## src/rtl/lcd_scan_pkg.sv

```systemverilog
// Shared constants and FSM encoding for the LCD raster scanner and its
// neighbours in the pixel path.
package lcd_scan_pkg;
  localparam int DEF_WIDTH       = 240;
  localparam int DEF_HEIGHT      = 320;
  localparam int DEF_BITS_WIDTH  = 8;
  localparam int DEF_BITS_HEIGHT = 9;

  typedef enum logic {IDLE = 1'b0, SCAN = 1'b1} scan_state_e;
endpackage

```

## src/rtl/lcd_raster_scanner_if.sv

```systemverilog
// Pixel address stream from the scanner to the LCD writer and overlay logic.
interface lcd_raster_scanner_if #(
  parameter int BITS_WIDTH  = lcd_scan_pkg::DEF_BITS_WIDTH,
  parameter int BITS_HEIGHT = lcd_scan_pkg::DEF_BITS_HEIGHT
);
  logic [BITS_WIDTH-1:0]  xAddr;
  logic [BITS_HEIGHT-1:0] yAddr;
  logic                   pixelValid;
  logic                   pixelReady;
  logic                   lineDone;
  logic                   frameDone;

  modport master (output xAddr, yAddr, pixelValid, lineDone, frameDone, input pixelReady);
  modport slave  (input xAddr, yAddr, pixelValid, lineDone, frameDone, output pixelReady);
endinterface

```

## src/rtl/scan_axis_counter.sv

```systemverilog
// One coordinate counter; the top decides whether it is the inner or outer axis
// by steering load/inc. It saturates at endValue so it never wraps on its own.
module scan_axis_counter #(
  parameter int BITS = 8
) (
  input  logic            clock,
  input  logic            resetn,
  input  logic            load,
  input  logic [BITS-1:0] loadValue,
  input  logic [BITS-1:0] endValue,
  input  logic            inc,
  output logic [BITS-1:0] value,
  output logic            atEnd
);
  logic [BITS-1:0] value_d, value_q;

  assign atEnd = (value_q == endValue);
  assign value = value_q;

  always_comb begin
    value_d = value_q;
    if (load)             value_d = loadValue;
    else if (inc && !atEnd) value_d = value_q + 1'b1;
  end

  always_ff @(posedge clock or negedge resetn) begin
    if (!resetn) value_q <= '0;
    else         value_q <= value_d;
  end
endmodule

```

## src/rtl/lcd_raster_scanner.sv

```systemverilog
// Raster address generator: walks a programmable window row- or column-major
// under valid/ready backpressure, with line/frame strobes.
module lcd_raster_scanner
  import lcd_scan_pkg::*;
#(
  parameter int WIDTH       = DEF_WIDTH,
  parameter int HEIGHT      = DEF_HEIGHT,
  parameter int BITS_WIDTH  = DEF_BITS_WIDTH,
  parameter int BITS_HEIGHT = DEF_BITS_HEIGHT
) (
  input  logic                   clock,
  input  logic                   resetn,
  input  logic                   start,
  input  logic                   stop,
  input  logic                   continuous,
  input  logic                   columnMajor,
  input  logic [BITS_WIDTH-1:0]  xStart,
  input  logic [BITS_WIDTH-1:0]  xEnd,
  input  logic [BITS_HEIGHT-1:0] yStart,
  input  logic [BITS_HEIGHT-1:0] yEnd,
  output logic                   busy,
  output logic                   startError,
  lcd_raster_scanner_if.master   pix
);
  localparam logic [BITS_WIDTH-1:0]  X_MAX = BITS_WIDTH'(WIDTH - 1);
  localparam logic [BITS_HEIGHT-1:0] Y_MAX = BITS_HEIGHT'(HEIGHT - 1);

  scan_state_e            state_d, state_q;
  logic [BITS_WIDTH-1:0]  x_start_d, x_start_q, x_end_d, x_end_q, x_end_c, x_val, x_load_val;
  logic [BITS_HEIGHT-1:0] y_start_d, y_start_q, y_end_d, y_end_q, y_end_c, y_val, y_load_val;
  logic cont_d, cont_q, col_d, col_q;
  logic pixel_valid_d, pixel_valid_q, line_done_d, line_done_q;
  logic frame_done_d, frame_done_q, start_error_d, start_error_q;
  logic win_bad, start_ok, start_bad, xfer, x_at_end, y_at_end, in_end, out_end;
  logic line_end, frame_end, inner_load, inner_inc, outer_load, outer_inc;
  logic x_load, x_inc, y_load, y_inc;

  assign x_end_c   = (xEnd > X_MAX) ? X_MAX : xEnd;
  assign y_end_c   = (yEnd > Y_MAX) ? Y_MAX : yEnd;
  assign win_bad   = (xStart > x_end_c) || (yStart > y_end_c);
  assign start_ok  = (state_q == IDLE) && start && !win_bad;
  assign start_bad = (state_q == IDLE) && start && win_bad;

  // Stop wins over a coincident handshake: that pixel is not consumed.
  assign xfer      = (state_q == SCAN) && pixel_valid_q && pix.pixelReady && !stop;
  assign in_end    = col_q ? y_at_end : x_at_end;
  assign out_end   = col_q ? x_at_end : y_at_end;
  assign line_end  = xfer && in_end;
  assign frame_end = line_end && out_end;

  // A single-shot frame end loads nothing so the last address stays visible.
  assign inner_load = line_end && (!out_end || cont_q);
  assign inner_inc  = xfer && !in_end;
  assign outer_load = frame_end && cont_q;
  assign outer_inc  = line_end && !out_end;

  assign x_load     = start_ok || (col_q ? outer_load : inner_load);
  assign x_inc      = col_q ? outer_inc : inner_inc;
  assign y_load     = start_ok || (col_q ? inner_load : outer_load);
  assign y_inc      = col_q ? inner_inc : outer_inc;
  assign x_load_val = start_ok ? xStart : x_start_q;
  assign y_load_val = start_ok ? yStart : y_start_q;

  scan_axis_counter #(.BITS(BITS_WIDTH)) u_x_cnt (
    .clock(clock), .resetn(resetn), .load(x_load), .loadValue(x_load_val),
    .endValue(x_end_q), .inc(x_inc), .value(x_val), .atEnd(x_at_end)
  );

  scan_axis_counter #(.BITS(BITS_HEIGHT)) u_y_cnt (
    .clock(clock), .resetn(resetn), .load(y_load), .loadValue(y_load_val),
    .endValue(y_end_q), .inc(y_inc), .value(y_val), .atEnd(y_at_end)
  );

  always_comb begin
    state_d       = state_q;
    pixel_valid_d = pixel_valid_q;
    x_start_d     = x_start_q;
    x_end_d       = x_end_q;
    y_start_d     = y_start_q;
    y_end_d       = y_end_q;
    cont_d        = cont_q;
    col_d         = col_q;
    line_done_d   = line_end;
    frame_done_d  = frame_end;
    start_error_d = start_bad;
    case (state_q)
      IDLE: if (start_ok) begin
        state_d       = SCAN;
        pixel_valid_d = 1'b1;
        x_start_d     = xStart;
        x_end_d       = x_end_c;
        y_start_d     = yStart;
        y_end_d       = y_end_c;
        cont_d        = continuous;
        col_d         = columnMajor;
      end
      SCAN: if (stop || (frame_end && !cont_q)) begin
        state_d       = IDLE;
        pixel_valid_d = 1'b0;
      end
      default: state_d = IDLE;
    endcase
  end

  always_ff @(posedge clock or negedge resetn) begin
    if (!resetn) begin
      state_q       <= IDLE;
      pixel_valid_q <= 1'b0;
      x_start_q     <= '0;
      x_end_q       <= '0;
      y_start_q     <= '0;
      y_end_q       <= '0;
      cont_q        <= 1'b0;
      col_q         <= 1'b0;
      line_done_q   <= 1'b0;
      frame_done_q  <= 1'b0;
      start_error_q <= 1'b0;
    end else begin
      state_q       <= state_d;
      pixel_valid_q <= pixel_valid_d;
      x_start_q     <= x_start_d;
      x_end_q       <= x_end_d;
      y_start_q     <= y_start_d;
      y_end_q       <= y_end_d;
      cont_q        <= cont_d;
      col_q         <= col_d;
      line_done_q   <= line_done_d;
      frame_done_q  <= frame_done_d;
      start_error_q <= start_error_d;
    end
  end

  assign busy           = (state_q == SCAN);
  assign startError     = start_error_q;
  assign pix.xAddr      = x_val;
  assign pix.yAddr      = y_val;
  assign pix.pixelValid = pixel_valid_q;
  assign pix.lineDone   = line_done_q;
  assign pix.frameDone  = frame_done_q;
endmodule

```

## src/flat_wrapper.sv

```systemverilog
// flat-port wrapper written by rule: the top's interface ports become plain ports
module lcd_raster_scanner_flat import lcd_scan_pkg::*;
#(
  parameter int WIDTH       = DEF_WIDTH,
  parameter int HEIGHT      = DEF_HEIGHT,
  parameter int BITS_WIDTH  = DEF_BITS_WIDTH,
  parameter int BITS_HEIGHT = DEF_BITS_HEIGHT
)
  (clock, resetn, start, stop, continuous, columnMajor, xStart, xEnd, yStart, yEnd, busy, startError, pix_xAddr, pix_yAddr, pix_pixelValid, pix_lineDone, pix_frameDone, pix_pixelReady);
  lcd_raster_scanner_if #(.BITS_WIDTH(BITS_WIDTH), .BITS_HEIGHT(BITS_HEIGHT)) pix_i ();
  input  logic clock;
  input  logic resetn;
  input  logic start;
  input  logic stop;
  input  logic continuous;
  input  logic columnMajor;
  input  logic [BITS_WIDTH-1:0] xStart;
  input  logic [BITS_WIDTH-1:0] xEnd;
  input  logic [BITS_HEIGHT-1:0] yStart;
  input  logic [BITS_HEIGHT-1:0] yEnd;
  output logic busy;
  output logic startError;
  output wire logic [$bits(pix_i.xAddr)-1:0] pix_xAddr;
  output wire logic [$bits(pix_i.yAddr)-1:0] pix_yAddr;
  output wire logic [$bits(pix_i.pixelValid)-1:0] pix_pixelValid;
  output wire logic [$bits(pix_i.lineDone)-1:0] pix_lineDone;
  output wire logic [$bits(pix_i.frameDone)-1:0] pix_frameDone;
  input wire logic [$bits(pix_i.pixelReady)-1:0] pix_pixelReady;
  assign pix_xAddr = pix_i.xAddr;
  assign pix_yAddr = pix_i.yAddr;
  assign pix_pixelValid = pix_i.pixelValid;
  assign pix_lineDone = pix_i.lineDone;
  assign pix_frameDone = pix_i.frameDone;
  assign pix_i.pixelReady = pix_pixelReady;
  lcd_raster_scanner #(.WIDTH(WIDTH), .HEIGHT(HEIGHT), .BITS_WIDTH(BITS_WIDTH), .BITS_HEIGHT(BITS_HEIGHT)) u_core (.clock(clock), .resetn(resetn), .start(start), .stop(stop), .continuous(continuous), .columnMajor(columnMajor), .xStart(xStart), .xEnd(xEnd), .yStart(yStart), .yEnd(yEnd), .busy(busy), .startError(startError), .pix(pix_i));
endmodule
```

## config.mk

```make
export PLATFORM = sky130hd
export DESIGN_NAME = lcd_raster_scanner_flat
export DESIGN_NICKNAME = d
export VERILOG_FILES = /design/src/rtl/lcd_scan_pkg.sv /design/src/rtl/lcd_raster_scanner_if.sv /design/src/rtl/scan_axis_counter.sv /design/src/rtl/lcd_raster_scanner.sv /design/src/flat_wrapper.sv
export SDC_FILE = /design/constraint.sdc
export NUM_CORES = 1
export LEC_CHECK = 0
export CAP_MARGIN = 20
export CORE_ASPECT_RATIO = 0.7
export CORE_MARGIN = 2
export CORE_UTILIZATION = 53
export CTS_CLUSTER_DIAMETER = 30
export CTS_CLUSTER_SIZE = 14
export DETAILED_ROUTE_END_ITERATION = 8
export PLACE_DENSITY = 0.78
export SLEW_MARGIN = 30
export SYNTH_ARGS = -nofsm -noshare
export SYNTH_HDL_FRONTEND = slang
export SYNTH_SLANG_ARGS = --single-unit
```

## constraint.sdc

```tcl
create_clock -name clock -period 2.5 [get_ports clock]
set_input_delay 0.375 -clock clock [delete_from_list [all_inputs] [get_ports clock]]
set_output_delay 0.375 -clock clock [all_outputs]
set_load 0.005 [all_outputs]
```

layer_met2.png
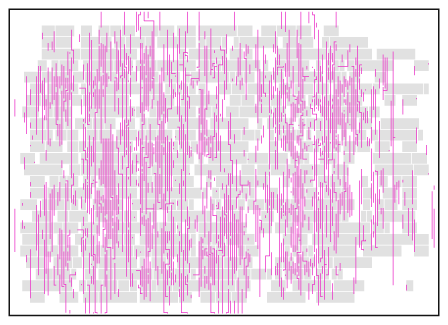
wire length on this layer = 4,850 µm
longest straight run = 54.7 µm
GR Util met2: 46.5%
DRT Wirelength: 10,800 µm
via count: 3,598

congestion.png
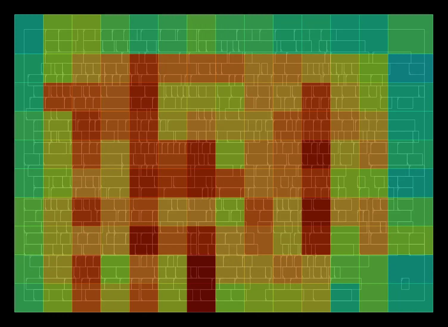
Final Util: 80.1%
WL/cell: 18.2 µm
busiest layer in global routing: met2
GRT Util Overall: 30.4%

wires.png
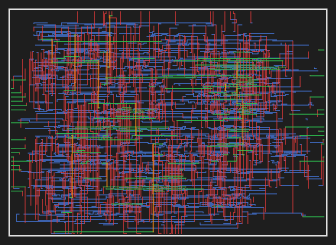
green -> metal 3  # wire length 942 µm
red -> metal 2  # wire length 4,850 µm
blue -> metal 1  # wire length 4,890 µm
orange -> metal 4  # wire length 161 µm

layer_met3.png
The bar under the picture is 20 µm long.
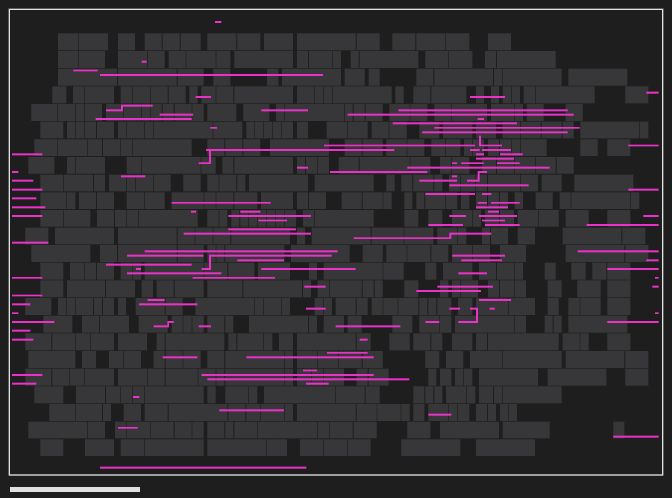
share of all routed wire = 8.7%
nets with wire on the layer = 102
wire length on this layer = 942 µm
main direction = horizontal
longest straight run = 34.5 µm
global routing usage on met3: 6.73%

==> out/qor.yml <==
ios: 63
nets: 572
cp.required_ns: 2.71
cts_hold_buf: 0
p_int_mw: 2.87
fin_skew_ns: 0.0122
ys_warn_count: 0
drt_iter0_markers: 384
pwr-share-clk_pct: 20.7
final.min_clock_period_ns: 2.57
clockBufferDepth: 2
finalWorstSetupSlack_ns: -0.0685
synthCells: 387
synthToLayoutAreaGrowth_pct: 45.5
fp.coreArea_um2: 6280
yosysCellCount: 387
clk_pin_slew_ns: 0.08
pwr-share-comb_pct: 41.7
route.antenna.remaining_nets: 0
yosys_area_um2: 3450
die_w_um: 100
final-comb-area_um2: 2030
ys_types: 52
grt_pass1_vias: 3423
startpoint_type: "input port"
hold_violations: 5
fp_util_pct: 55.0
drive_gt1_share_pct: 24.4
dr.pass1.iters: 5
grt_max_degree: 39
final_cell_mix: "nand2_1, buf_4, dfrtp_1"
fin_crit_sh_pct: 103
power_density_nw_per_um2: 922
yosysSeqAreaShare_pct: 42.0
ff_type: "dfrtp_1"
grt_overflow: 0
antenna_found_initial: 0
slew_violations: 0
cts.sink_count: 58
cts_tree: "built"
status: "complete, but fails checks"
p_seq_share_pct: 37.6
path_class: "in2reg"
syn_area_um2: 3450
row_count: 24
post-dp-hpwl_um: 7300
layout.cells.most_common: "nand2_1"
switching_power_mw: 1.76
seqCellArea_um2: 1450
die_area_um2: 7190
clkLatencyLatePin_ns: 0.34
violations: "hold timing, setup timing"
fmax_mhz: 389
finalSetupViolCount: 1
hp-class: "in2async"
postSynthAreaPerCell_um2: 8.93
syn_nets: 447
swShare_pct: 38.0
worstSetupEndpointType: "register"
maxCapViolCount: 0
cts_made_buffers: 9
arrival_ns: 2.78
drc: 0
p_leak_nw: 2.35
synth_flops: 58
rsz0062_at_grt: "yes"
finalInstanceArea_um2: 5030
relSlewSlack_pct: 66.1
die.size.y_um: 71.5
tns_ns: -0.0685
portBuffers: 62
cts-root-buf: "clkbuf_8"
hold_ws_ns: -0.0116
vias_per_cell: 6.05
rrSetupSlack_ns: 0.27
finalWeightedCongestion: 0.955
edf_count: 0
dpl-instance-area_um2: 4530
log.warning_count: 28
grt_pass1_wl_um: 16900
worstMarginPinSlew_ns: 0.507
cp_max_fo: 2
async_flop_share_pct: 100
htreeDepth: 3
ir_drop_v: 0.000432
n_fill_cell: 383
diodes: 0
==> final cells by class <==
type | count | share of cell area [%]
Multi-Input combinational cell | 299 | 40.3
Sequential cell | 58 | 28.9
Tap cell | 78 | 1.94
Timing Repair Buffer | 130 | 23.5
Clock inverter | 7 | 1.87
Inverter | 14 | 1.10
Clock buffer | 9 | 2.46
==> synthesized netlist by cell type, types with 10 or more instances <==
cell	instances	area, µm²
inv_1	14	52.6
o21ai_0	30	150
clkbuf_1	10	37.5
dfrtp_1	58	1450
xor2_1	13	114
nor2_1	21	78.8
a21oi_1	11	55.1
nand2_1	76	285
nor3_1	12	60.1
xnor2_1	10	87.6
nand3_1	11	55.1
ha_1	19	238
==> power by group through the flow <==
stage	logic, mW	registers [mW]	clock network (mW)
final	1.93	1.74	0.960
after global routing	2.12	1.78	1.01
after floorplan	1.01	1.65	0
after CTS	1.86	1.71	0.961
after detailed placement	1.80	1.72	0
after global placement	1.75	1.71	0
==> flip-flops by register name, summed over array words and instances (netlist names) <==
name,cells
u_core.u_y_cnt.value,9
u_core.y_end_q,9
u_core.y_start_q,9
u_core.u_x_cnt.value,8
u_core.x_end_q,8
u_core.x_start_q,8
u_core.busy,1
u_core.col_q,1
u_core.cont_q,1
u_core.pix.frameDone,1
u_core.pix.lineDone,1
u_core.pix.pixelValid,1
u_core.startError,1
==> worst max-delay path, stage by stage <==
cell	delay [ns]
clkdlybuf4s50_1	0.48
ha_4	0.31
nand4_1	0.15
or3_1	0.38
o211ai_1	0.15
and3b_2	0.27
mux2_4	0.31
a221o_1	0.35
==> final timing paths <==
kind | start | cells past startpoint | endpoint
max reg2reg | u_core.y_end_q[4] | 6 | u_core.u_x_cnt.value[6]
max | yStart[2] | 8 | u_core.u_x_cnt.value[6]
min | resetn | 1 | u_core.cont_q
max in group asynchronous | resetn | 2 | u_core.x_end_q[2]
min reg2reg | u_core.y_start_q[2] | 2 | u_core.y_start_q[2]
min in group clock | xEnd[6] | 3 | u_core.x_end_q[6]
==> kinds of logic (layout without fill, tap and decap cells) <==
group | after synthesis | in the layout | synth area share (%)
compound gates | 92 | 92 | 17.6
xor+xnor | 23 | 23 | 5.83
simple gates | 159 | 159 | 22.2
fa+ha+maj | 19 | 19 | 6.88
flops | 58 | 58 | 42.0
buf+inv | 30 | 160 | 3.55
mux | 6 | 6 | 1.92
==> per-layer routing <==
layer	up-vias	global-route usage (%)	routed length [µm]
li1	1649	-	-
met3	27	6.73	942
met1	1712	44.1	4890
met2	210	46.5	4850
met5	-	0	0
met4	0	7.91	160
==> stage by stage <==
step	std cells	setup WS [ns]	total power [mW]	utilization [%]	hold WS [ns]
floorplan	387	-0.180	2.66	-	0.0794
global placement	561	-0.812	3.46	72.1	0.365
detailed placement	561	-0.913	3.52	72.1	0.363
CTS	593	0.000860	4.52	78.0	0.00133
global route	595	-0.0823	4.91	80.1	0.0283
finish	595	-0.0685	4.63	80.1	-0.0116
==> repair_timing <==
item,4_1_cts,5_1_grt
gates resized,37,35
buffers inserted,16,2
pin swaps,16,20
endpoints found under the setup margin,55,52
Power and IR drop assume default switching activity.
